**src/rtl/hack_mem_pkg.sv**
```systemverilog
// rtl/hack_mem_pkg.sv - shared RAM geometry constants and loader state type
// Purpose: constants describing the 16K-word RAM and the loader FSM states.
// Ports: none (package).
package hack_mem_pkg;

  localparam int RAM_ADDR_W = 14;
  localparam int RAM_DATA_W = 16;
  localparam int RAM_DEPTH  = 16384;
  // Word counts range 0..RAM_DEPTH inclusive, so one bit wider than the address.
  localparam int COUNT_W    = RAM_ADDR_W + 1;

  typedef enum logic [2:0] {
    S_IDLE    = 3'd0,
    S_RECV_HI = 3'd1,
    S_RECV_LO = 3'd2,
    S_WRITE   = 3'd3,
    S_VERIFY  = 3'd4,
    S_CHECK   = 3'd5,
    S_DONE    = 3'd6
  } loader_state_e;

endpackage

```
**src/rtl/ram16k_loader_if.sv**
```systemverilog
// rtl/ram16k_loader_if.sv - host control, byte stream and RAM port bundle for the loader
// Purpose: groups every loader-facing signal except clk/reset.
// Ports (master = loader side):
//   in : start, base_addr, word_count, byte_in, byte_valid, ram_out
//   out: byte_ready, ram_load, ram_address, ram_in, busy, done, error, checksum
interface ram16k_loader_if;
  import hack_mem_pkg::*;

  logic                  start;
  logic [RAM_ADDR_W-1:0] base_addr;
  logic [COUNT_W-1:0]    word_count;
  logic [7:0]            byte_in;
  logic                  byte_valid;
  logic                  byte_ready;
  logic                  ram_load;
  logic [RAM_ADDR_W-1:0] ram_address;
  logic [RAM_DATA_W-1:0] ram_in;
  logic [RAM_DATA_W-1:0] ram_out;
  logic                  busy;
  logic                  done;
  logic                  error;
  logic [RAM_DATA_W-1:0] checksum;

  modport master (
    input  start, base_addr, word_count, byte_in, byte_valid, ram_out,
    output byte_ready, ram_load, ram_address, ram_in, busy, done, error, checksum
  );

  modport slave (
    output start, base_addr, word_count, byte_in, byte_valid, ram_out,
    input  byte_ready, ram_load, ram_address, ram_in, busy, done, error, checksum
  );

endinterface

```
**src/rtl/byte_word_packer.sv**
```systemverilog
// rtl/byte_word_packer.sv - big-endian byte pair to word packer
// Purpose: runs the byte handshake while the loader is in RECV_HI/RECV_LO and
//   assembles {hi, lo} into a word register that holds until the next word.
// Ports:
//   clk, reset            clock, synchronous active-high reset
//   recv_hi_i, recv_lo_i  loader is waiting for the high / low byte
//   byte_i, byte_valid_i  incoming stream byte
//   byte_ready_o          byte accepted this cycle when byte_valid_i is high
//   word_valid_o          low byte accepted this cycle; word_o updates at the edge
//   word_o                last completed word
module byte_word_packer #(
  parameter int DATA_W = 16
) (
  input  logic                clk,
  input  logic                reset,
  input  logic                recv_hi_i,
  input  logic                recv_lo_i,
  input  logic [DATA_W/2-1:0] byte_i,
  input  logic                byte_valid_i,
  output logic                byte_ready_o,
  output logic                word_valid_o,
  output logic [DATA_W-1:0]   word_o
);

  localparam int BYTE_W = DATA_W / 2;

  logic [BYTE_W-1:0] hi_q;
  logic [DATA_W-1:0] word_q;

  assign byte_ready_o = recv_hi_i | recv_lo_i;
  assign word_valid_o = recv_lo_i & byte_valid_i;
  assign word_o       = word_q;

  always_ff @(posedge clk) begin
    if (reset) begin
      hi_q   <= '0;
      word_q <= '0;
    end else begin
      if (recv_hi_i && byte_valid_i) begin
        hi_q <= byte_i;
      end
      // The word register doubles as the RAM write-data register, so it must
      // only change when a full pair has arrived.
      if (word_valid_o) begin
        word_q <= {hi_q, byte_i};
      end
    end
  end

endmodule

```
**src/rtl/ram16k_loader.sv**
```systemverilog
// rtl/ram16k_loader.sv - byte-stream program loader with readback checksum verify
// Purpose: writes big-endian byte pairs to consecutive RAM words from a base
//   address, re-reads the range and compares additive checksums.
// Ports:
//   clk    system clock
//   reset  synchronous active-high reset, aborts any transfer
//   bus    ram16k_loader_if.master: host control, byte stream, RAM port, status
module ram16k_loader
  import hack_mem_pkg::*;
#(
  parameter int ADDR_W    = RAM_ADDR_W,
  parameter int DATA_W    = RAM_DATA_W,
  parameter int MAX_WORDS = RAM_DEPTH
) (
  input  logic            clk,
  input  logic            reset,
  ram16k_loader_if.master bus
);

  loader_state_e      state_q;
  logic [ADDR_W-1:0]  ptr_q;
  logic [ADDR_W-1:0]  base_q;
  logic [COUNT_W-1:0] rem_q;
  logic [COUNT_W-1:0] count_q;
  logic [DATA_W-1:0]  wsum_q;
  logic [DATA_W-1:0]  rsum_q;
  logic [DATA_W-1:0]  checksum_q;
  logic               error_q;
  logic               busy_q;
  logic               done_q;
  logic               ram_load_q;

  logic [COUNT_W-1:0] count_clamped;
  logic               recv_hi;
  logic               recv_lo;
  logic               word_valid;
  logic [DATA_W-1:0]  word;

  assign count_clamped = (bus.word_count > COUNT_W'(MAX_WORDS)) ? COUNT_W'(MAX_WORDS)
                                                                 : bus.word_count;
  assign recv_hi = (state_q == S_RECV_HI);
  assign recv_lo = (state_q == S_RECV_LO);

  byte_word_packer #(
    .DATA_W (DATA_W)
  ) u_packer (
    .clk          (clk),
    .reset        (reset),
    .recv_hi_i    (recv_hi),
    .recv_lo_i    (recv_lo),
    .byte_i       (bus.byte_in),
    .byte_valid_i (bus.byte_valid),
    .byte_ready_o (bus.byte_ready),
    .word_valid_o (word_valid),
    .word_o       (word)
  );

  // The packed word register is held between writes, which gives ram_in its
  // hold-last-value behaviour for free. ptr_q is the address in every state.
  assign bus.ram_load    = ram_load_q;
  assign bus.ram_address = ptr_q;
  assign bus.ram_in      = word;
  assign bus.busy        = busy_q;
  assign bus.done        = done_q;
  assign bus.error       = error_q;
  assign bus.checksum    = checksum_q;

  always_ff @(posedge clk) begin
    if (reset) begin
      state_q    <= S_IDLE;
      ptr_q      <= '0;
      base_q     <= '0;
      rem_q      <= '0;
      count_q    <= '0;
      wsum_q     <= '0;
      rsum_q     <= '0;
      checksum_q <= '0;
      error_q    <= 1'b0;
      busy_q     <= 1'b0;
      done_q     <= 1'b0;
      ram_load_q <= 1'b0;
    end else begin
      done_q     <= 1'b0;
      ram_load_q <= 1'b0;
      case (state_q)
        S_IDLE: begin
          if (bus.start) begin
            ptr_q      <= bus.base_addr;
            base_q     <= bus.base_addr;
            rem_q      <= count_clamped;
            count_q    <= count_clamped;
            wsum_q     <= '0;
            rsum_q     <= '0;
            checksum_q <= '0;
            error_q    <= 1'b0;
            if (count_clamped == '0) begin
              state_q <= S_DONE;
              done_q  <= 1'b1;
            end else begin
              state_q <= S_RECV_HI;
              busy_q  <= 1'b1;
            end
          end
        end

        S_RECV_HI: begin
          if (bus.byte_valid) begin
            state_q <= S_RECV_LO;
          end
        end

        S_RECV_LO: begin
          if (word_valid) begin
            state_q    <= S_WRITE;
            ram_load_q <= 1'b1;
          end
        end

        S_WRITE: begin
          wsum_q <= wsum_q + word;
          if (rem_q == COUNT_W'(1)) begin
            // Last word written: rewind to the start for the readback pass.
            ptr_q   <= base_q;
            rem_q   <= count_q;
            state_q <= S_VERIFY;
          end else begin
            ptr_q   <= ptr_q + ADDR_W'(1);
            rem_q   <= rem_q - COUNT_W'(1);
            state_q <= S_RECV_HI;
          end
        end

        S_VERIFY: begin
          rsum_q <= rsum_q + bus.ram_out;
          ptr_q  <= ptr_q + ADDR_W'(1);
          rem_q  <= rem_q - COUNT_W'(1);
          if (rem_q == COUNT_W'(1)) begin
            state_q <= S_CHECK;
          end
        end

        S_CHECK: begin
          error_q    <= (rsum_q != wsum_q);
          checksum_q <= wsum_q;
          state_q    <= S_DONE;
          done_q     <= 1'b1;
          busy_q     <= 1'b0;
        end

        S_DONE: begin
          state_q <= S_IDLE;
        end

        default: begin
          state_q <= S_IDLE;
          busy_q  <= 1'b0;
        end
      endcase
    end
  end

endmodule

```
**src/flat_wrapper.sv**
```systemverilog
// flat-port wrapper written by rule: the top's interface ports become plain ports
module ram16k_loader_flat import hack_mem_pkg::*;
#(
  parameter int ADDR_W    = RAM_ADDR_W,
  parameter int DATA_W    = RAM_DATA_W,
  parameter int MAX_WORDS = RAM_DEPTH
)
  (clk, reset, bus_start, bus_base_addr, bus_word_count, bus_byte_in, bus_byte_valid, bus_ram_out, bus_byte_ready, bus_ram_load, bus_ram_address, bus_ram_in, bus_busy, bus_done, bus_error, bus_checksum);
  ram16k_loader_if bus_i ();
  input  logic clk;
  input  logic reset;
  input wire logic [$bits(bus_i.start)-1:0] bus_start;
  input wire logic [$bits(bus_i.base_addr)-1:0] bus_base_addr;
  input wire logic [$bits(bus_i.word_count)-1:0] bus_word_count;
  input wire logic [$bits(bus_i.byte_in)-1:0] bus_byte_in;
  input wire logic [$bits(bus_i.byte_valid)-1:0] bus_byte_valid;
  input wire logic [$bits(bus_i.ram_out)-1:0] bus_ram_out;
  output wire logic [$bits(bus_i.byte_ready)-1:0] bus_byte_ready;
  output wire logic [$bits(bus_i.ram_load)-1:0] bus_ram_load;
  output wire logic [$bits(bus_i.ram_address)-1:0] bus_ram_address;
  output wire logic [$bits(bus_i.ram_in)-1:0] bus_ram_in;
  output wire logic [$bits(bus_i.busy)-1:0] bus_busy;
  output wire logic [$bits(bus_i.done)-1:0] bus_done;
  output wire logic [$bits(bus_i.error)-1:0] bus_error;
  output wire logic [$bits(bus_i.checksum)-1:0] bus_checksum;
  assign bus_i.start = bus_start;
  assign bus_i.base_addr = bus_base_addr;
  assign bus_i.word_count = bus_word_count;
  assign bus_i.byte_in = bus_byte_in;
  assign bus_i.byte_valid = bus_byte_valid;
  assign bus_i.ram_out = bus_ram_out;
  assign bus_byte_ready = bus_i.byte_ready;
  assign bus_ram_load = bus_i.ram_load;
  assign bus_ram_address = bus_i.ram_address;
  assign bus_ram_in = bus_i.ram_in;
  assign bus_busy = bus_i.busy;
  assign bus_done = bus_i.done;
  assign bus_error = bus_i.error;
  assign bus_checksum = bus_i.checksum;
  ram16k_loader #(.ADDR_W(ADDR_W), .DATA_W(DATA_W), .MAX_WORDS(MAX_WORDS)) u_core (.clk(clk), .reset(reset), .bus(bus_i));
endmodule
```
**config.mk**
```make
export PLATFORM = sky130hd
export DESIGN_NAME = ram16k_loader_flat
export DESIGN_NICKNAME = d
export VERILOG_FILES = /design/src/rtl/hack_mem_pkg.sv /design/src/rtl/ram16k_loader_if.sv /design/src/rtl/byte_word_packer.sv /design/src/rtl/ram16k_loader.sv /design/src/flat_wrapper.sv
export SDC_FILE = /design/constraint.sdc
export NUM_CORES = 1
export LEC_CHECK = 0
export ABC_AREA = 0
export CAP_MARGIN = 10
export CORE_MARGIN = 2
export CORE_UTILIZATION = 30
export CTS_BUF_LIST = sky130_fd_sc_hd__clkbuf_2
export DETAILED_ROUTE_END_ITERATION = 10
export HOLD_SLACK_MARGIN = 0.05
export PLACE_DENSITY = 0.6
export REMOVE_ABC_BUFFERS = 1
export SLEW_MARGIN = 40
export SYNTH_ARGS = -nofsm -noshare
export SYNTH_HDL_FRONTEND = slang
export SYNTH_HIERARCHICAL = 1
export SYNTH_SLANG_ARGS = --single-unit
```
**constraint.sdc**
```tcl
create_clock -name clk -period 4.9 [get_ports clk]
set_clock_uncertainty 0.2 [all_clocks]
set_input_delay 0.98 -clock clk [delete_from_list [all_inputs] [get_ports clk]]
set_output_delay 0.98 -clock clk [all_outputs]
set_load 0.05 [all_outputs]
```
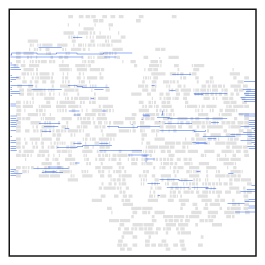
Figure 1: run 1, met3 routing.
Drawn at 1.5 px/um.
- share of all routed wire: 4.9%
- wire length on this layer: 1070 um
- main direction: horizontal
- longest straight run: 47.8 um
- nets with wire on the layer: 106
vias: 7140
final WL: 21700 um
M3 GR Usage: 3.25%

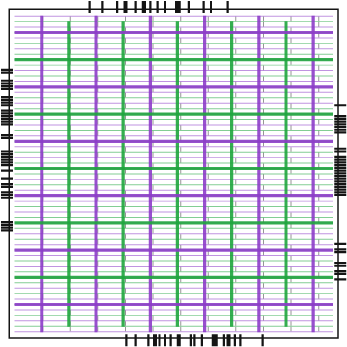
Figure 2: run 1, supply network.
Drawn at 2 px/um. Pins as bars on the die edge. Tap cells in gray.
- green: VDD
- purple: VSS
- tap cells: 330
- signal pins: 108
VDD IR max: 0.144 mV
Die W: 164 um

==> flow_summary_export.csv, run 1 <==
group,metric,value,unit
global_route,gr-usage-met2,27.4,%
timing,hold_ws,0.271,ns
placement,place_ws,1.11,ns
cts,clockRootBuffer,"clkbuf_2",
yosys,synth_seq_share,35.9,%
hold_path,holdCritStartpoint,"u_core/count_q[14]",
yosys,ys_types,75,
cts,cts_resized,0,
setup_path,cp-end-kind,"output port",
timing,hold_viol_final,0,
cts,postCtsSetupBuffers,0,
global_route,overflow,0,
cts,cts_tree,"done",
setup_path,critPathMaxFanout,15,
route,detail_route.first_pass.iterations,5,
run_status,outcome,"finished, final reports clean",
yosys,synth_cells,927,
setup_path,r2r_start,"u_core/state_q[0]",
cts,htreeDepth,4,
floorplanning,initial_core_util,30.4,%
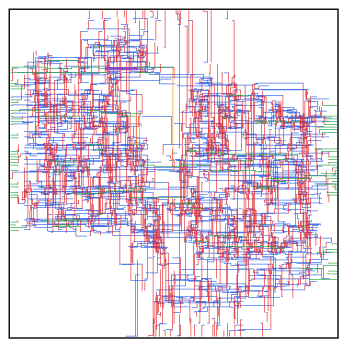
Figure 3: run 1, wiring by layer.
Drawn at 2 px/um.
- orange: met4 (wire length 203 um)
- blue: met1 (wire length 10300 um)
- red: met2 (wire length 10200 um)
- purple: met5 (wire length 14.7 um)
- green: met3 (wire length 1070 um)
Tot GR Track Use: 16.2%
Avg WL per Cell: 16.0 um

run 1: worst paths after layout:
kind	to	slack, ns	cells after the start
worst max register to register	u_core/rem_q[14]	2.03	5
worst min-delay path	u_core/rem_q[14]	0.27	2
worst min register to register	u_core/rem_q[14]	0.27	2
worst max-delay path	bus_byte_ready	0.79	3
run 1: layout by cell type, fill, tap and decap left out, drive strengths merged, types with 4 or more instances in the layout:
cell,instances
a21o,11
buf,8
clkinv,5
nand2,111
a211oi,25
a311oi,4
and3,17
a211o,4
o211a,5
clkdlybuf4s50,106
inv,17
nor3,23
nor2,100
o21a,7
a221oi,6
a32o,6
nand4,9
xnor2,17
nand2b,36
mux2i,26
a22oi,32
dfxtp,137
o22ai,5
o21ai,30
ha,33
nand3,17
or3,4
o21bai,6
nor4,13
a21oi,109
o311ai,4
clkbuf,17
xor2,29
run 1: report_power, final:
group	switching [W]	total [W]	leakage, nW	internal (W)
Sequential	0.0000915	0.00128	1.11	0.00119
Combinational	0.000453	0.000731	2.44	0.000279
Clock	0.000478	0.000724	0.146	0.000246
run 1: flip-flops by register name (all words and copies together), names as in the netlist:
| signal | flops |
|---|---|
| u_core/bus.busy | 1 |
| u_core/u_packer/hi_q | 8 |
| u_core/bus.ram_address | 14 |
| u_core/rsum_q | 16 |
| u_core/u_packer/word_o | 16 |
| u_core/bus.error | 1 |
| u_core/wsum_q | 16 |
| u_core/rem_q | 15 |
| u_core/state_q | 3 |
| u_core/count_q | 15 |
| u_core/bus.checksum | 16 |
| u_core/bus.ram_load | 1 |
| u_core/bus.done | 1 |
| u_core/base_q | 14 |
run 1: cells by family after synthesis:
family / count (synthesis) / share of synthesized area [%]
simple gates: 349 / 22.2
compound gates: 273 / 23.5
flops: 137 / 35.9
buf+inv: 59 / 3.37
xor+xnor: 46 / 5.27
fa+ha+maj: 35 / 5.93
mux: 28 / 3.75
run 1: worst reg2reg max path, cell delays in order, from the launching register on:
cell and delay (ns):
dfxtp_1 0.71, nand3b_1 0.56, nand2_2 0.64, nor2_1 0.26
a222oi_1 0.28, a21oi_1 0.10
run 1: routing by layer:
metal,up-vias,share of wire [%]
met3,17,4.9
met4,2,0.93
met5,-,0.064
met1,3380,47
li1,3559,-
met2,182,47
run 1: through the flow:
step                      cell area, sq um  cells  util (%)
after floorplan                       7430    879         -
after global placement                8960   1323      35.7
after detailed placement              8980   1323      35.8
after CTS                             9230   1355      36.8
after global routing                  9240   1355      36.8
final                                 9240   1355      36.8
run 1: layout make-up:
| class | instances | area, sq um | share of cell area, % |
|---|---|---|---|
| clock buffers | 17 | 85.1 | 0.921 |
| clock inverters | 15 | 165 | 1.79 |
| inverters | 11 | 46.3 | 0.501 |
| multi-input cells | 731 | 4660 | 50.5 |
| flip-flops and latches | 137 | 2740 | 29.7 |
| well taps | 330 | 413 | 4.47 |
| repair buffers | 114 | 1120 | 12.2 |
Figure 4. Signal wires on met2 (run 1).
Drawn at 1.5 px/um.
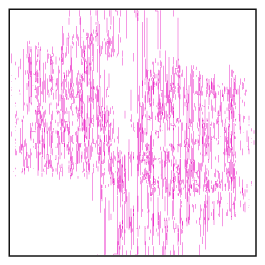

## Run 2: what changed since run 1
Settings changed: PLACE_DENSITY 0.6 to 0.62.
Clock period 4.9 ns to 3.29 ns, I/O delays scaled along.
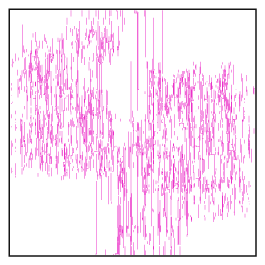
Figure 5: run 2, signal wires on met2.
Drawn at 1.5 px/um.
- wire length on this layer: 9930 um
- main direction: vertical
- share of all routed wire: 46%
- nets with wire on the layer: 916
vias: 7115
met2 Usage GRT: 26.6%

==> run 2 against run 1 <==
Against the previous run:
- first-iteration DRC count fell by 6.1%
- non-clock buffer count rose by 15
- via count fell by 0.35%
- critical path type unchanged
- largest cell class unchanged
==> flow_summary_export.csv, run 2 <==
group,metric,value,unit
global_route,overflow,0,
setup_path,cp-end-kind,"output port",
placement,dp.cells,1338,
global_route,grtUsageTotal,16.3,%
run_status,outcome,"finished, final reports clean",
yosys,synth_seq_share,35.9,%
finish,comb_area,4650,sq um
timing,hold_ws,0.270,ns
timing,hold_viol_final,0,
route,detail_route.first_pass.iterations,5,
cts,clockRootBuffer,"clkbuf_2",
yosys,ys.flops,137,
route,routed_wl,21600,um
cts,cts_tree,"done",
yosys,synth_cells,927,
hold_path,min_path_cells,2,
setup_path,critPathMaxFanout,16,
setup_path,rr_worst_depth,7,
finish,final_cell_mix,"137 x dfxtp_1, 110 x nand2_1, 108 x a21oi_1",
finish,final_cells,1370,
floorplanning,die_w,164,um
route,wire_per_inst,15.8,um
finish,fin_util,37.4,%
yosys,ys_types,75,
cts,htreeDepth,4,
finish,regArea,2740,sq um
floorplanning,initial_core_util,30.4,%
## run 2: cell types whose count changed in the layout (fill, tap and decap cells not counted), sizes merged
| cell | previous run | this run |
|---|---|---|
| bufinv | 2 | 3 |
| clkdlybuf4s50 | 106 | 105 |
| clkinv | 5 | 7 |
| buf | 8 | 24 |
| inv | 17 | 14 |
## run 2: layout make-up
cell class | count | share of cell area (%)
Multi-Input combinational cell | 731 | 49.6
Tap cell | 330 | 4.40
Clock buffer | 17 | 0.907
Clock inverter | 15 | 1.87
Inverter | 11 | 0.494
Sequential cell | 137 | 29.2
Timing Repair Buffer | 129 | 13.5
## run 2: routing by layer
layer	up-vias	wire, um	GRT usage, %
met2	179	9930	26.6
met5	-	0	0
li1	3582	-	-
met1	3343	10500	22.2
met3	11	1050	3.40
met4	0	153	3.75
## run 2: power breakdown
group | total (W) | switching [W] | internal [W]
Clock | 0.00110 | 0.000674 | 0.000427
Combinational | 0.00112 | 0.000686 | 0.000438
Sequential | 0.00191 | 0.000131 | 0.00178
Total | 0.00413 | 0.00149 | 0.00264
## run 2: metrics by stage
| stage | worst slack [ns] | setup TNS, ns | cell area, sq um |
|---|---|---|---|
| after floorplan | 0.473 | 0 | 7430 |
| after global placement | 0.0138 | 0 | 9110 |
| after detailed placement | -0.0237 | -0.0237 | 9120 |
| after CTS | 0.200 | 0 | 9380 |
| after global routing | 0.0175 | 0 | 9380 |
| final | 0.283 | 0 | 9380 |
## run 2: cell families (layout without fill, tap and decap cells)
family	count (synthesis)	after routing	synth area share (%)
AND-OR/OR-AND	273	273	23.5
XOR/XNOR	46	46	5.27
adder cells (fa/ha/maj)	35	35	5.93
buffers and inverters	59	172	3.37
flip-flops	137	137	35.9
multiplexers	28	28	3.75
AND/OR/NAND/NOR	349	349	22.2
## run 2: critical path: cells and delay by family (launching register included)
family / cells / cell delay [ns]
buf+inv: 1 / 0.19
flops: 1 / 0.70
simple gates: 3 / 0.57
## run 2: path summary, 6_finish.rpt
check | start | to | slack [ns]
setup reg to reg | u_core/wsum_q[0] | u_core/wsum_q[14] | 0.45
setup / recovery | u_core/state_q[0] | bus_byte_ready | 0.28
hold reg to reg | u_core/count_q[8] | u_core/count_q[8] | 0.27
hold / removal | u_core/count_q[8] | u_core/count_q[8] | 0.27
Power is estimated from default activity; no workload was simulated.
